**Routed metal, one colour a layer**

The bar under the picture is 50 um long.
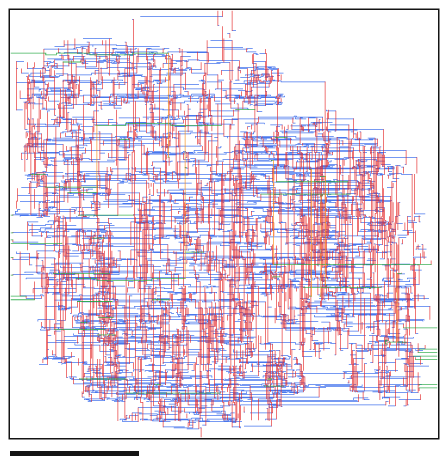
**Selected gate families**

The bar under the picture is 50 um long.
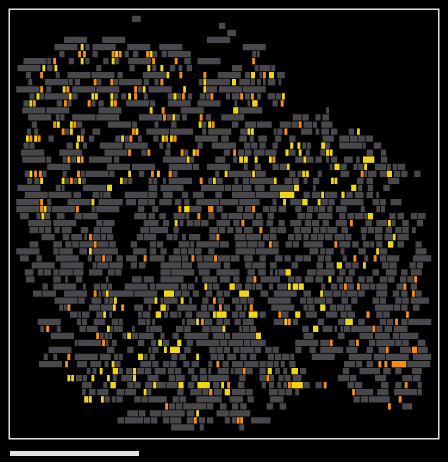
**Placed cells, one colour a class**

The bar under the picture is 50 um long. Fill, decap, tap and diode cells in grey.
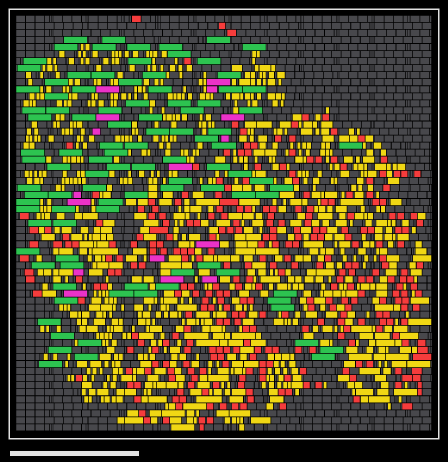
**Placement view**

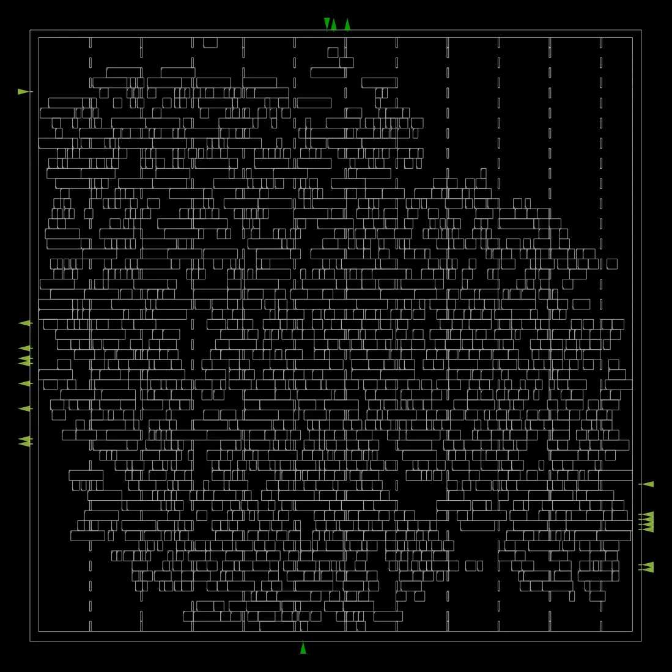
## config.mk

```make
export PLATFORM = sky130hd
export DESIGN_NAME = viterbi_core_param_flat
export DESIGN_NICKNAME = d
export VERILOG_FILES = /design/src/rtl/viterbi_core_param_if.sv /design/src/rtl/viterbi_core_param.sv /design/src/flat_wrapper.sv
export SDC_FILE = /design/constraint.sdc
export NUM_CORES = 1
export LEC_CHECK = 0
export CAP_MARGIN = 20
export CORE_MARGIN = 2
export CORE_UTILIZATION = 34
export DETAILED_ROUTE_END_ITERATION = 10
export PLACE_DENSITY_LB_ADDON = 0.2
export SLEW_MARGIN = 5
export SYNTH_ARGS = -nofsm -noshare
export SYNTH_HDL_FRONTEND = slang
export SYNTH_SLANG_ARGS = --single-unit
```

## constraint.sdc

```tcl
create_clock -name clk -period 8.1 [get_ports clk]
set_input_delay 1.215 -clock clk [delete_from_list [all_inputs] [get_ports clk]]
set_output_delay 1.215 -clock clk [all_outputs]
set_load 0.05 [all_outputs]
```

## src/rtl/viterbi_core_param_if.sv

```systemverilog
// rtl/viterbi_core_param_if.sv - code-symbol in / decoded-bit out bundle for viterbi_core_param
interface viterbi_core_param_if #(
  parameter int SW  = 3,
  parameter int PMW = 8
);
  logic [2*SW-1:0] data_i;
  logic            valid_i;
  logic            sof_i;
  logic            data_o;
  logic            valid_o;
  logic [PMW-1:0]  pm_min_o;

  modport master (
    output data_i, valid_i, sof_i,
    input  data_o, valid_o, pm_min_o
  );

  modport slave (
    input  data_i, valid_i, sof_i,
    output data_o, valid_o, pm_min_o
  );
endinterface

```

## src/rtl/viterbi_core_param.sv

```systemverilog
// rtl/viterbi_core_param.sv - 4-state K=3 (7,5) soft-decision Viterbi decoder, register-exchange survivors
// Define VITERBI_PM_NORM_EN to renormalise metrics every step; otherwise adds saturate.
module viterbi_core_param #(
  parameter int SW       = 3,
  parameter int PMW      = 8,
  parameter int TB_DEPTH = 16
) (
  input  logic                clk,
  input  logic                rst_n,
  viterbi_core_param_if.slave bus
);
  localparam int BMW = SW + 1;
  localparam int FCW = $clog2(TB_DEPTH + 1);
  localparam logic [SW-1:0]       SYM_ONE   = {SW{1'b1}};
  localparam logic [PMW-1:0]      PM_SAT    = {PMW{1'b1}};
  localparam logic [PMW-1:0]      PM_INIT   = PMW'(2 ** (PMW - 2));
  localparam logic [3:0][PMW-1:0] PM_RESET  = {PM_INIT, PM_INIT, PM_INIT, {PMW{1'b0}}};
  localparam logic [FCW-1:0]      FILL_FULL = FCW'(TB_DEPTH);

  function automatic logic [BMW-1:0] sym_dist(input logic e, input logic [SW-1:0] r);
    return {1'b0, (e ? (SYM_ONE - r) : r)};
  endfunction

  function automatic logic [BMW-1:0] branch_metric(input logic e0, input logic e1,
                                                   input logic [2*SW-1:0] d);
    return sym_dist(e0, d[2*SW-1:SW]) + sym_dist(e1, d[SW-1:0]);
  endfunction

  function automatic logic [PMW-1:0] pm_add(input logic [PMW-1:0] pm, input logic [BMW-1:0] bm);
    logic [PMW:0] sum;
    sum = {1'b0, pm} + {{(PMW - BMW + 1){1'b0}}, bm};
    return sum[PMW] ? PM_SAT : sum[PMW-1:0];
  endfunction

  logic [3:0][PMW-1:0]      pm_q, pm_base, pm_new, pm_d;
  logic [3:0][TB_DEPTH-1:0] sv_q, sv_base, sv_d;
  logic [FCW-1:0]           fill_q, fill_base, fill_d;
  logic [PMW-1:0]           pm_min, pm_min_q, pm_min_d;
  logic [1:0]               best;
  logic                     data_q, data_d;
  logic                     valid_q, valid_d;

  // A frame start restarts the trellis from the reset-equivalent state for this very step.
  assign pm_base   = bus.sof_i ? PM_RESET : pm_q;
  assign sv_base   = bus.sof_i ? '0 : sv_q;
  assign fill_base = bus.sof_i ? '0 : fill_q;

  // Predecessors of state ns are the two states whose newest bit equals ns[0].
  for (genvar ns = 0; ns < 4; ns++) begin : g_acs
    localparam logic U   = (ns >= 2);
    localparam logic LOW = ((ns % 2) == 1);
    localparam int   PA  = 2 * (ns % 2);
    localparam int   PB  = PA + 1;

    logic [PMW-1:0] cand_a;
    logic [PMW-1:0] cand_b;
    logic           take_b;

    assign cand_a     = pm_add(pm_base[PA], branch_metric(U ^ LOW, U, bus.data_i));
    assign cand_b     = pm_add(pm_base[PB], branch_metric(~(U ^ LOW), ~U, bus.data_i));
    assign take_b     = cand_b < cand_a;
    assign pm_new[ns] = take_b ? cand_b : cand_a;
    assign sv_d[ns]   = {(take_b ? sv_base[PB][TB_DEPTH-2:0] : sv_base[PA][TB_DEPTH-2:0]), U};
  end

  always_comb begin
    pm_min = pm_new[0];
    best   = 2'd0;
    for (int s = 1; s < 4; s++) begin
      if (pm_new[s] < pm_min) begin
        pm_min = pm_new[s];
        best   = 2'(s);
      end
    end
  end

`ifdef VITERBI_PM_NORM_EN
  always_comb begin
    for (int s = 0; s < 4; s++) begin
      pm_d[s] = pm_new[s] - pm_min;
    end
  end
  assign pm_min_d = '0;
`else
  assign pm_d     = pm_new;
  assign pm_min_d = pm_min;
`endif

  assign fill_d  = (fill_base == FILL_FULL) ? fill_base : fill_base + FCW'(1);
  assign valid_d = bus.valid_i && (fill_d == FILL_FULL);
  assign data_d  = sv_d[best][TB_DEPTH-1];

  always_ff @(posedge clk or negedge rst_n) begin
    if (!rst_n) begin
      pm_q     <= PM_RESET;
      sv_q     <= '0;
      fill_q   <= '0;
      pm_min_q <= '0;
      data_q   <= 1'b0;
      valid_q  <= 1'b0;
    end else begin
      valid_q <= valid_d;
      if (bus.valid_i) begin
        pm_q     <= pm_d;
        sv_q     <= sv_d;
        fill_q   <= fill_d;
        pm_min_q <= pm_min_d;
        data_q   <= data_d;
      end
    end
  end

  assign bus.data_o   = data_q;
  assign bus.valid_o  = valid_q;
  assign bus.pm_min_o = pm_min_q;
endmodule

```

## src/flat_wrapper.sv

```systemverilog
// flat-port wrapper written by rule: the top's interface ports become plain ports
module viterbi_core_param_flat 
#(
  parameter int SW       = 3,
  parameter int PMW      = 8,
  parameter int TB_DEPTH = 16
)
  (clk, rst_n, bus_data_i, bus_valid_i, bus_sof_i, bus_data_o, bus_valid_o, bus_pm_min_o);
  viterbi_core_param_if #(.SW(SW), .PMW(PMW)) bus_i ();
  input  logic clk;
  input  logic rst_n;
  input wire logic [$bits(bus_i.data_i)-1:0] bus_data_i;
  input wire logic [$bits(bus_i.valid_i)-1:0] bus_valid_i;
  input wire logic [$bits(bus_i.sof_i)-1:0] bus_sof_i;
  output wire logic [$bits(bus_i.data_o)-1:0] bus_data_o;
  output wire logic [$bits(bus_i.valid_o)-1:0] bus_valid_o;
  output wire logic [$bits(bus_i.pm_min_o)-1:0] bus_pm_min_o;
  assign bus_i.data_i = bus_data_i;
  assign bus_i.valid_i = bus_valid_i;
  assign bus_i.sof_i = bus_sof_i;
  assign bus_data_o = bus_i.data_o;
  assign bus_valid_o = bus_i.valid_o;
  assign bus_pm_min_o = bus_i.pm_min_o;
  viterbi_core_param #(.SW(SW), .PMW(PMW), .TB_DEPTH(TB_DEPTH)) u_core (.clk(clk), .rst_n(rst_n), .bus(bus_i));
endmodule
```

==> out/results.ini <==
[status]
status=complete, but fails checks
violations=setup timing

[final_layout]
largest_reg_flops=54
comb_cells=791
drive_gt1_frac=0.362
top_register=u_core.sv_q
nonClkBufAreaFrac=0.196
diodes=0
n_all_buffers=318

[final_timing]
finalHoldViolCount=0
finalSetupViolCount=9
max_slew_margin=0.396
fin_ws_ps=-1030
rsz0062_at_grt=yes
fin_crit_ps=9130

[drt]
firstDrtPassIters=4
wl_met3_um=657

[clock_network]
htreeDepth=3
cts_setup_buffers=32
cts_tree=done
clock_sinks=101
cts_root_buffer=clkbuf_16
ctsResizeCount=63
clk_latency_ps=370
ctsLongestPathBuffers=2
cts_buffers=9

[yosys]
most_common_cell=inv_1
syn_nets=1173
mux_share=0.0681
yosys.area_share.simple=0.150

[setup_path]
worstSetupPathType=in2reg
cp_top_family=AND-OR/OR-AND gates
cp_max_fo=7
critPathCaptureType=flop
reg2reg_to=u_core.bus.pm_min_o[0]
path_buffers=6
cp.depth=46
reg2reg_from=u_core.pm_q[16]
crit_start=bus_data_i[0]

[floorplan]
chipArea_um2=27300
initCoreUtil=0.343
ios=20

[grt]
grt_max_degree=80
grt_pass1_vias=8408
grt_util_met2=0.334

[placement]
io_buffers=19

About 'routed metal, one colour a layer':
| colour | layer | wire length |
|---|---|---|
| red | met2 | 12,300 um |
| green | met3 | 658 um |
| orange | met4 | 322 um |
| blue | met1 | 13,800 um |
wire per inst: 16.0 um
Vias: 8,572
Post-Route WL: 27,000 um

About 'selected gate families':
| colour | family | cells | where |
|---|---|---|---|
| orange | inverters | 128 | spread over the die |
| yellow | NOR gates | 165 | spread over the die |
Cell Count, Final, Fillers Out: 1,689
most frequent logic cell in the layout: buf_4
Comb area share: 0.504

About 'placed cells, one colour a class':
| colour | class | cells |
|---|---|---|
| magenta | clock drivers and dummy loads | 16 |
| green | flops | 101 |
| red | other buffers and delay cells | 318 |
| yellow | all other logic | 919 |
core area: 25,800 um2
Final Instance Area: 12,500 um2
flop share of the area: 0.202
Final Util: 0.486

About 'placement view':
# fillers: 2,502
Tap Count: 335

